File: config.mk
export PLATFORM = sky130hd
export DESIGN_NAME = card_table_scanner
export DESIGN_NICKNAME = d
export VERILOG_FILES = /design/src/rtl/card_table_scanner.sv
export SDC_FILE = /design/constraint.sdc
export NUM_CORES = 1
export LEC_CHECK = 0
export CORE_MARGIN = 4
export CORE_UTILIZATION = 50
export DETAILED_ROUTE_END_ITERATION = 12
export PLACE_DENSITY = 0.79
export SLEW_MARGIN = 20
export SYNTH_ARGS = -nofsm -noshare
export SYNTH_HDL_FRONTEND = slang
export SYNTH_SLANG_ARGS = --single-unit
export TNS_END_PERCENT = 50
File: constraint.sdc
create_clock -name clk_i -period 7.4 [get_ports clk_i]
set_clock_uncertainty 0.2 [all_clocks]
set_input_delay 1.48 -clock clk_i [delete_from_list [all_inputs] [get_ports clk_i]]
set_output_delay 1.48 -clock clk_i [all_outputs]
set_load 0.05 [all_outputs]
File: src/rtl/card_table_scanner.sv
// Card table scanner: reads the master card table, then the card words of every marked
// region, and streams dirty-card base addresses. CARD_SCAN_CLEAR_EN adds write-back clearing.
package wb32_pkg;
  typedef enum logic [1:0] {CMD_LOAD = 2'd0, CMD_STORE = 2'd1, CMD_STOREPTR = 2'd2} wb_cmd_e;
  typedef struct packed {
    logic        cyc;
    logic        stb;
    logic        we;
    logic [3:0]  sel;
    wb_cmd_e     cmd;
    logic [31:0] padr;
    logic [31:0] dat;
  } wb_cmd_request32_t;
  typedef struct packed {
    logic        ack;
    logic        err;
    logic [31:0] dat;
  } wb_cmd_response32_t;
endpackage

module card_table_scanner import wb32_pkg::*; #(
  parameter logic [31:0] MCT_ADDR  = 32'hFEE80000,
  parameter logic [31:0] CARD_ADDR = 32'hFEE00000,
  parameter logic [15:0] TIMEOUT   = 16'd1023
) (
  input  logic               rst_i,
  input  logic               clk_i,
  input  logic               start_i,
  output logic               busy_o,
  output logic               done_o,
  output logic               err_o,
  output wb_cmd_request32_t  wbm_req,
  input  wb_cmd_response32_t wbm_resp,
  output logic [31:0]        card_adr_o,
  output logic               card_vld_o,
  input  logic               card_rdy_i
);
  typedef enum logic [3:0] {
    S_IDLE, S_RD_MCT, S_NEXT_REG, S_RD_CARD, S_EMIT, S_NEXT_WD, S_DONE
`ifdef CARD_SCAN_CLEAR_EN
    , S_CLR_CARD, S_CLR_MCT
`endif
  } state_t;

  state_t            r_state;
  wb_cmd_request32_t r_req;
  logic [31:0]       r_mct, r_word, r_adr;
  logic [4:0]        r_region, r_wd;
  logic [15:0]       r_timer;
  logic              r_busy, r_done, r_err, r_vld;

  logic              w_bus;
  logic [31:0]       w_pe_in, w_pe_rest, w_card_adr;
  logic [4:0]        w_bt;

  function automatic wb_cmd_request32_t bus_rd(input logic [31:0] a);
    bus_rd      = '0;
    bus_rd.cyc  = 1'b1;
    bus_rd.stb  = 1'b1;
    bus_rd.sel  = 4'hF;
    bus_rd.cmd  = CMD_LOAD;
    bus_rd.padr = a;
  endfunction

`ifdef CARD_SCAN_CLEAR_EN
  // Plain store: a pointer store here would re-mark the card we are clearing.
  function automatic wb_cmd_request32_t bus_wr(input logic [31:0] a);
    bus_wr      = bus_rd(a);
    bus_wr.we   = 1'b1;
    bus_wr.cmd  = CMD_STORE;
  endfunction
`endif

  function automatic logic [31:0] card_word_adr(input logic [4:0] rg, input logic [4:0] wd);
    card_word_adr = CARD_ADDR + {20'd0, rg, wd, 2'b00};
  endfunction

  always_comb begin
    w_bus = (r_state == S_RD_MCT) || (r_state == S_RD_CARD);
`ifdef CARD_SCAN_CLEAR_EN
    w_bus = w_bus || (r_state == S_CLR_CARD) || (r_state == S_CLR_MCT);
`endif
  end

  // The encoder sees the fresh bus word in RD_CARD so the first address costs no extra cycle.
  assign w_pe_in = (r_state == S_RD_CARD) ? wbm_resp.dat : r_word;

  always_comb begin
    w_bt = '0;
    for (int i = 31; i >= 0; i--) begin
      if (w_pe_in[i]) w_bt = i[4:0];
    end
  end

  assign w_pe_rest  = w_pe_in & ~(32'd1 << w_bt);
  assign w_card_adr = {3'b000, r_region, r_wd, w_bt, 14'd0};

  always_ff @(posedge clk_i) begin
    if (rst_i) begin
      r_state  <= S_IDLE;
      r_req    <= '0;
      r_mct    <= '0;
      r_word   <= '0;
      r_adr    <= '0;
      r_region <= '0;
      r_wd     <= '0;
      r_timer  <= '0;
      r_busy   <= 1'b0;
      r_done   <= 1'b0;
      r_err    <= 1'b0;
      r_vld    <= 1'b0;
    end else begin
      r_done  <= 1'b0;
      r_timer <= (w_bus && !wbm_resp.ack) ? r_timer + 16'd1 : 16'd0;
      if (w_bus && (wbm_resp.err || (!wbm_resp.ack && r_timer == TIMEOUT - 16'd1))) begin
        r_req   <= '0;
        r_err   <= 1'b1;
        r_done  <= 1'b1;
        r_state <= S_DONE;
      end else begin
        case (r_state)
          S_IDLE: if (start_i) begin
            r_busy  <= 1'b1;
            r_err   <= 1'b0;
            r_req   <= bus_rd(MCT_ADDR);
            r_state <= S_RD_MCT;
          end
          S_RD_MCT: if (wbm_resp.ack) begin
            r_req    <= '0;
            r_mct    <= wbm_resp.dat;
            r_region <= '0;
            // Empty master table: nothing to walk and nothing to clear.
            if (wbm_resp.dat == 32'd0) begin
              r_done  <= 1'b1;
              r_state <= S_DONE;
            end else begin
              r_state <= S_NEXT_REG;
            end
          end
          S_NEXT_REG: begin
            if (r_mct[r_region]) begin
              r_wd    <= '0;
              r_req   <= bus_rd(card_word_adr(r_region, 5'd0));
              r_state <= S_RD_CARD;
            end else if (r_region == 5'd31) begin
`ifdef CARD_SCAN_CLEAR_EN
              r_req   <= bus_wr(MCT_ADDR);
              r_state <= S_CLR_MCT;
`else
              r_done  <= 1'b1;
              r_state <= S_DONE;
`endif
            end else begin
              r_region <= r_region + 5'd1;
            end
          end
          S_RD_CARD: if (wbm_resp.ack) begin
            r_req <= '0;
            if (wbm_resp.dat == 32'd0) begin
              r_state <= S_NEXT_WD;
            end else begin
              r_adr   <= w_card_adr;
              r_vld   <= 1'b1;
              r_word  <= w_pe_rest;
              r_state <= S_EMIT;
            end
          end
          S_EMIT: if (card_rdy_i) begin
            // r_word holds only bits not yet presented, so the next address is ready at once.
            if (r_word != 32'd0) begin
              r_adr  <= w_card_adr;
              r_word <= w_pe_rest;
            end else begin
              r_vld <= 1'b0;
`ifdef CARD_SCAN_CLEAR_EN
              r_req   <= bus_wr(card_word_adr(r_region, r_wd));
              r_state <= S_CLR_CARD;
`else
              r_state <= S_NEXT_WD;
`endif
            end
          end
`ifdef CARD_SCAN_CLEAR_EN
          S_CLR_CARD: if (wbm_resp.ack) begin
            r_req   <= '0;
            r_state <= S_NEXT_WD;
          end
          S_CLR_MCT: if (wbm_resp.ack) begin
            r_req   <= '0;
            r_done  <= 1'b1;
            r_state <= S_DONE;
          end
`endif
          S_NEXT_WD: begin
            if (r_wd == 5'd31) begin
              r_wd <= '0;
              if (r_region == 5'd31) begin
`ifdef CARD_SCAN_CLEAR_EN
                r_req   <= bus_wr(MCT_ADDR);
                r_state <= S_CLR_MCT;
`else
                r_done  <= 1'b1;
                r_state <= S_DONE;
`endif
              end else begin
                r_region <= r_region + 5'd1;
                r_state  <= S_NEXT_REG;
              end
            end else begin
              r_wd    <= r_wd + 5'd1;
              r_req   <= bus_rd(card_word_adr(r_region, r_wd + 5'd1));
              r_state <= S_RD_CARD;
            end
          end
          S_DONE: begin
            r_busy  <= 1'b0;
            r_state <= S_IDLE;
          end
          default: r_state <= S_IDLE;
        endcase
      end
    end
  end

  assign busy_o     = r_busy;
  assign done_o     = r_done;
  assign err_o      = r_err;
  assign wbm_req    = r_req;
  assign card_adr_o = r_adr;
  assign card_vld_o = r_vld;
endmodule

Fig. 1: run 1, cell area per tile
(2 px per um) 12 x 12 tiles, from dark purple (low) to yellow (high), 0 to 100% covered.
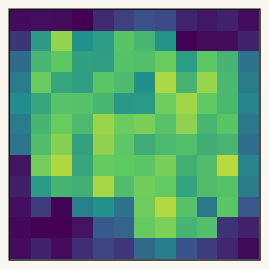
The fullest tile reaches 89%. 19% of the tiles are over 75% full. The emptiest ninth of the die: bottom left. The densest ninth of the die: middle.

Fig. 2: run 1, wires at chosen ports, followed through buffers
(3 px per um)
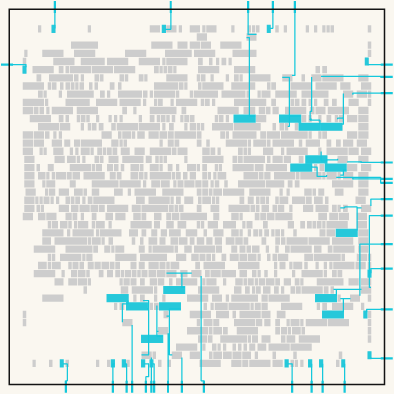
`card_adr_o`: drawn in cyan, direction output, edge 14 bottom, 12 right, 5 top, 1 left, end cells 32, buffers 15, wire 582 um.
Ports: 147
Buffers on Ports: 83

Fig. 3: run 1, clock routing
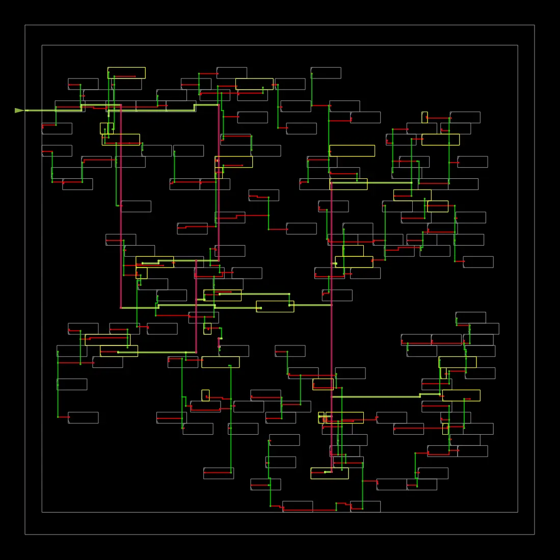
Num CTS Buffers: 17
Clk power: 0.808 mW

Fig. 4: run 1, selected gate families
(4 px per um)
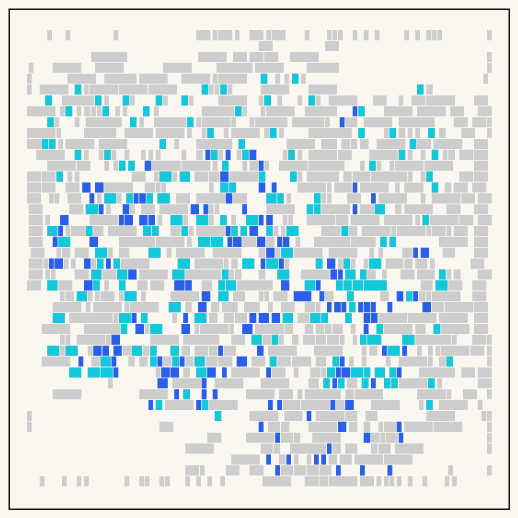
nor cells: drawn in blue, cells 136, most used nor2_1. aoi and oai cells: drawn in cyan, cells 169, most used a21oi_1.

==> impl_metrics.py, run 1 <==
# Flow results
metrics = {
    "die": {
        "core_um2": 13300,
    },
    "status": {
        "status": "complete, no violations",
    },
    "worst_setup_path": {
        "slowest_stage": "nand3_1",
        "cp-end-kind": "register",
    },
    "min_path": {
        "hold_end": "r_mct[18]$_SDFFE_PP0P_",
    },
    "drt": {
        "wl_per_cell_um": 16.8,
        "ant_nets": 0,
        "drc": 0,
        "vias": 6248,
        "drt_pre_antenna_iters": 7,
    },
    "synth": {
        "ys.flop_type": "dfxtp_1",
        "synth.avg_cell_area_um2": 7.91,
        "area_leaders": "dfxtp_1, buf_4, nand2_1, a21oi_1, nor2_1",
        "synth_dominant_cell_count": "nand2_1",
        "synth-async-reset-ratio_pct": 0,
        "synth_adder_area_share_pct": 1.10,
        "synth_warnings": 0,
        "mux_share_pct": 5.87,
    },
    "global_routing": {
        "groute.usage.overall_pct": 23.3,
        "antenna_found_initial": 0,
        "grt_max_degree": 53,
    },
    "layout": {
        "seq_area_share_pct": 31.4,
        "drive_gt1_share_pct": 6.21,
        "fin_cells": 1094,
        "clock_area_share_pct": 7.24,
        "clock_buffers": 25,
        "seq_cell_count": 124,
        "inverters": 16,
    },
    "final_timing": {
        "setup_viol": 0,
        "fin_hold_ws_ns": 0.250,
    },
    "clock_network": {
        "ctsResizeCount": 0,
        "clk_pin_slew_ns": 0.05,
    },
    "placement": {
        "gp_congestion": 0.964,
    },
}
run 1: report_power, final:
group | internal, mW | leakage, nW | total [mW] | switching, mW
clock | 0.519 | 0.281 | 0.808 | 0.289
combinational | 0.298 | 1.55 | 0.936 | 0.638
sequential | 0.715 | 1.00 | 0.803 | 0.0877
run 1: routing by layer:
layer	wire length, um	vias up	part of all wire (%)	GRT usage, %
met3	1530	53	8.3	6.22
met2	8790	296	48	38.5
li1	-	2995	-	-
met4	544	0	3.0	10.3
met1	7470	2904	41	28.3
met5	0	-	0	0
run 1: state kept, by name, summed over array words and instances, names as in the netlist, 3 cells and up:
signal	count
card_adr_o	15
r_mct	32
r_region	5
r_state	3
r_timer	16
r_wd	5
r_word	32
wbm_req	12
==> run 2: changes to the inputs <==
==> constraint.sdc (replaced) <==
create_clock -name clk_i -period 4.6 [get_ports clk_i]
set_clock_uncertainty 0.2 [all_clocks]
set_input_delay 0.92 -clock clk_i [delete_from_list [all_inputs] [get_ports clk_i]]
set_output_delay 0.92 -clock clk_i [all_outputs]
set_load 0.05 [all_outputs]
Fig. 5: run 2, wires at chosen ports, followed through buffers
(3 px per um)
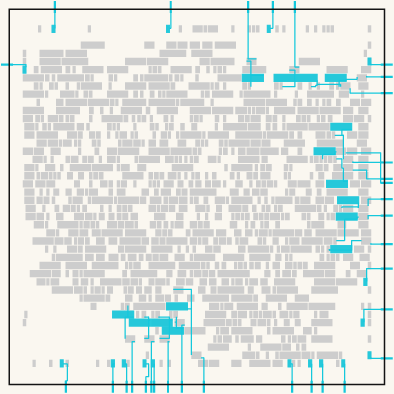
`card_adr_o`: drawn in cyan, direction output, edge 14 bottom, 12 right, 5 top, 1 left, end cells 32, buffers 15, wire 500 um.

==> impl_metrics.py, run 2 <==
# Flow results
metrics = {
    "global_routing": {
        "grt-busiest-layer": "met2",
        "groute.usage.overall_pct": 22.6,
        "antenna_found_initial": 0,
        "met1_usage_pct": 28.5,
    },
    "layout": {
        "fin_cells": 1104,
        "reg_top3": "r_mct (32), r_word (32), r_timer (16)",
        "drive_gt1_share_pct": 7.65,
    },
    "final_timing": {
        "fin_hold_ws_ns": 0.252,
    },
    "power_and_ir_drop": {
        "p_switching_mw": 1.66,
        "pwr-share-seq_pct": 30.5,
        "power.internal_mw": 2.48,
        "pwr-share-clk_pct": 31.6,
    },
    "drt": {
        "wl_met1_mm": 7.68,
        "dr_wl_met2_mm": 8.70,
        "dr.max_layer_used": "met4",
        "drc": 0,
        "drt_pre_antenna_iters": 5,
    },
    "synth": {
        "synth_dominant_cell_count": "nand2_1",
        "area_leaders": "dfxtp_1, buf_4, nand2_1, a21oi_1, nor2_1",
        "synth-async-reset-ratio_pct": 0,
        "synth.avg_cell_area_um2": 7.91,
    },
    "die": {
        "core_um2": 13300,
    },
    "worst_setup_path": {
        "cp-end-kind": "register",
        "slowest_stage": "nor4_1",
    },
    "clock_network": {
        "ctsResizeCount": 0,
        "cts_buffers": 17,
    },
    "placement": {
        "numPortBuffers": 83,
        "gp_congestion": 0.957,
    },
    "status": {
        "status": "complete, no violations",
    },
}
Fig. 6: run 2, selected gate families
(4 px per um)
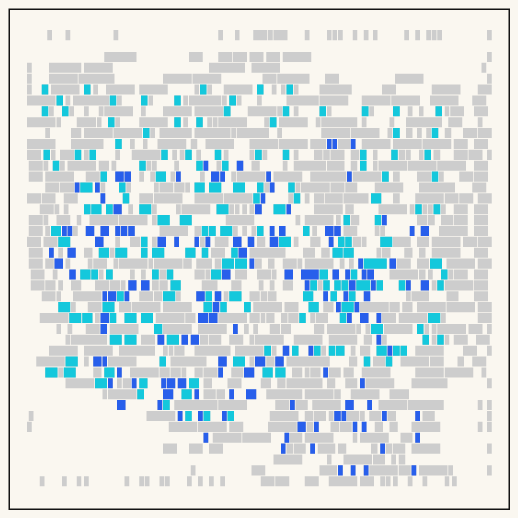
aoi and oai cells: drawn in cyan, cells 169, most used a21oi_1. nor cells: drawn in blue, cells 136, most used nor2_1.

[run 2: cell count changes in the layout (fill, tap and decap cells not counted), sizes merged]
cell,delta
inv,+1
buf,+11
clkinvlp,+3
clkbuf,-5
[run 2: cells by family (layout without fill, tap and decap cells)]
family,after synthesis,in the layout,synth area share [%]
and+or+nand+nor,358,358,24.2
AOI/OAI and AO/OA,185,185,17.5
buffers and inverters,141,147,12.5
DFF,124,124,36.5
muxes,27,27,5.87
xor gates and xnor gates,18,18,2.32
adders and majority gates,6,6,1.10
other,1,63,0.0552
[run 2: area by class of cell]
class                   instances  share of cell area [%]
clock buffers                  20                    5.71
clock inverters                11                    1.49
inverters                      16                   0.751
multi-input cells             657                    46.3
flip-flops and latches        124                    31.0
well taps                     176                    2.75
repair buffers                100                    11.9
==> run 3: changes to the inputs <==
--- a/config.mk
+++ b/config.mk
@@ -6,9 +6,9 @@
 export NUM_CORES = 1
 export LEC_CHECK = 0
 export CORE_MARGIN = 4
-export CORE_UTILIZATION = 50
+export CORE_UTILIZATION = 47
 export DETAILED_ROUTE_END_ITERATION = 12
-export PLACE_DENSITY = 0.79
+export PLACE_DENSITY = 0.78
 export SLEW_MARGIN = 20
 export SYNTH_ARGS = -nofsm -noshare
 export SYNTH_HDL_FRONTEND = slang
==> constraint.sdc (replaced) <==
create_clock -name clk_i -period 3.2 [get_ports clk_i]
set_clock_uncertainty 0.2 [all_clocks]
set_input_delay 0.64 -clock clk_i [delete_from_list [all_inputs] [get_ports clk_i]]
set_output_delay 0.64 -clock clk_i [all_outputs]
set_load 0.05 [all_outputs]
Fig. 7: run 3, cell area per tile
(2 px per um) 13 x 13 tiles, from dark purple (low) to yellow (high), 0 to 100% covered.
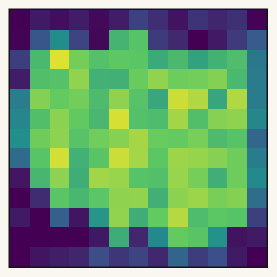
The fullest tile reaches 95%. 31% of the tiles are over 75% full. 7.1% of the tiles are nearly empty. The mean over all tiles is 52%.
core area: 14,000 um2
Post-Route Utilization: 62.3%
FP Util: 48.4%

==> impl_metrics.py, run 3 <==
# Flow results
metrics = {
    "status": {
        "status": "complete, no violations",
    },
    "min_path": {
        "hold_end": "r_mct[20]$_SDFFE_PP0P_",
    },
    "layout": {
        "fin_cells": 1184,
        "reg_top3": "r_mct (32), r_word (32), r_timer (16)",
    },
    "clock_network": {
        "clk_pin_slew_ns": 0.05,
        "cts_buffers": 17,
    },
    "power_and_ir_drop": {
        "switching_share_pct": 38.7,
        "power.internal_mw": 3.93,
        "p_switching_mw": 2.48,
        "pwr-share-clk_pct": 29.4,
        "pwr-share-comb_pct": 43.2,
    },
    "placement": {
        "gp_congestion": 0.967,
    },
    "synth": {
        "synth_adder_area_share_pct": 1.10,
        "xor_share_pct": 2.32,
        "synth.avg_cell_area_um2": 7.91,
        "synth-async-reset-ratio_pct": 0,
        "ys_top_logic_family": "simple AND/OR/NAND/NOR gates",
        "yosys.area_share.simple_pct": 24.2,
    },
    "drt": {
        "wl_per_cell_um": 16.6,
        "drt_pre_antenna_iters": 5,
        "dr_wl_met2_mm": 9.41,
        "vias": 6619,
        "ant_nets": 0,
    },
    "worst_setup_path": {
        "cp-end-kind": "register",
    },
    "global_routing": {
        "groute.usage.overall_pct": 23.2,
        "antenna_found_initial": 0,
    },
    "die": {
        "ioPinCount": 147,
    },
}
Fig. 8: run 3, clock routing
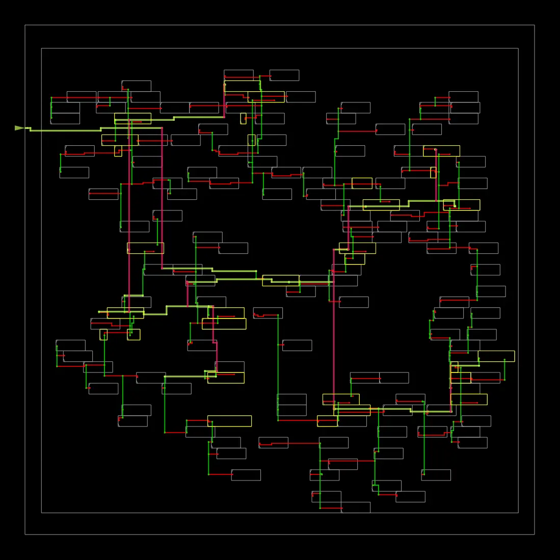
flop count: 124
CTS sink cnt: 124

run 3: cell counts after synthesis:
Identical to the previous run, type by type.
run 3: layer usage:
layer,vias up,global-route usage [%]
li1,3168,-
met1,3053,28.0
met2,334,38.8
met3,64,5.63
met4,0,10.5
met5,-,0
run 3: area by class of cell:
type	count	share of cell area [%]
timing repair buffer	177	18.4
clock inverter	7	1.02
sequential	124	28.4
tap	180	2.57
multi-input combinational	657	43.4
inverter	16	0.686
clock buffer	23	5.58
run 3: repair_timing:
action                                  in CTS  in global routing
hold buffers                                 0                  0
endpoints found under the setup margin      18                 27
pin swaps                                    1                  4
gates resized                                5                 13
cloned                                       0                  0
Power figures rest on the tool's default switching activity, not on a simulated workload.
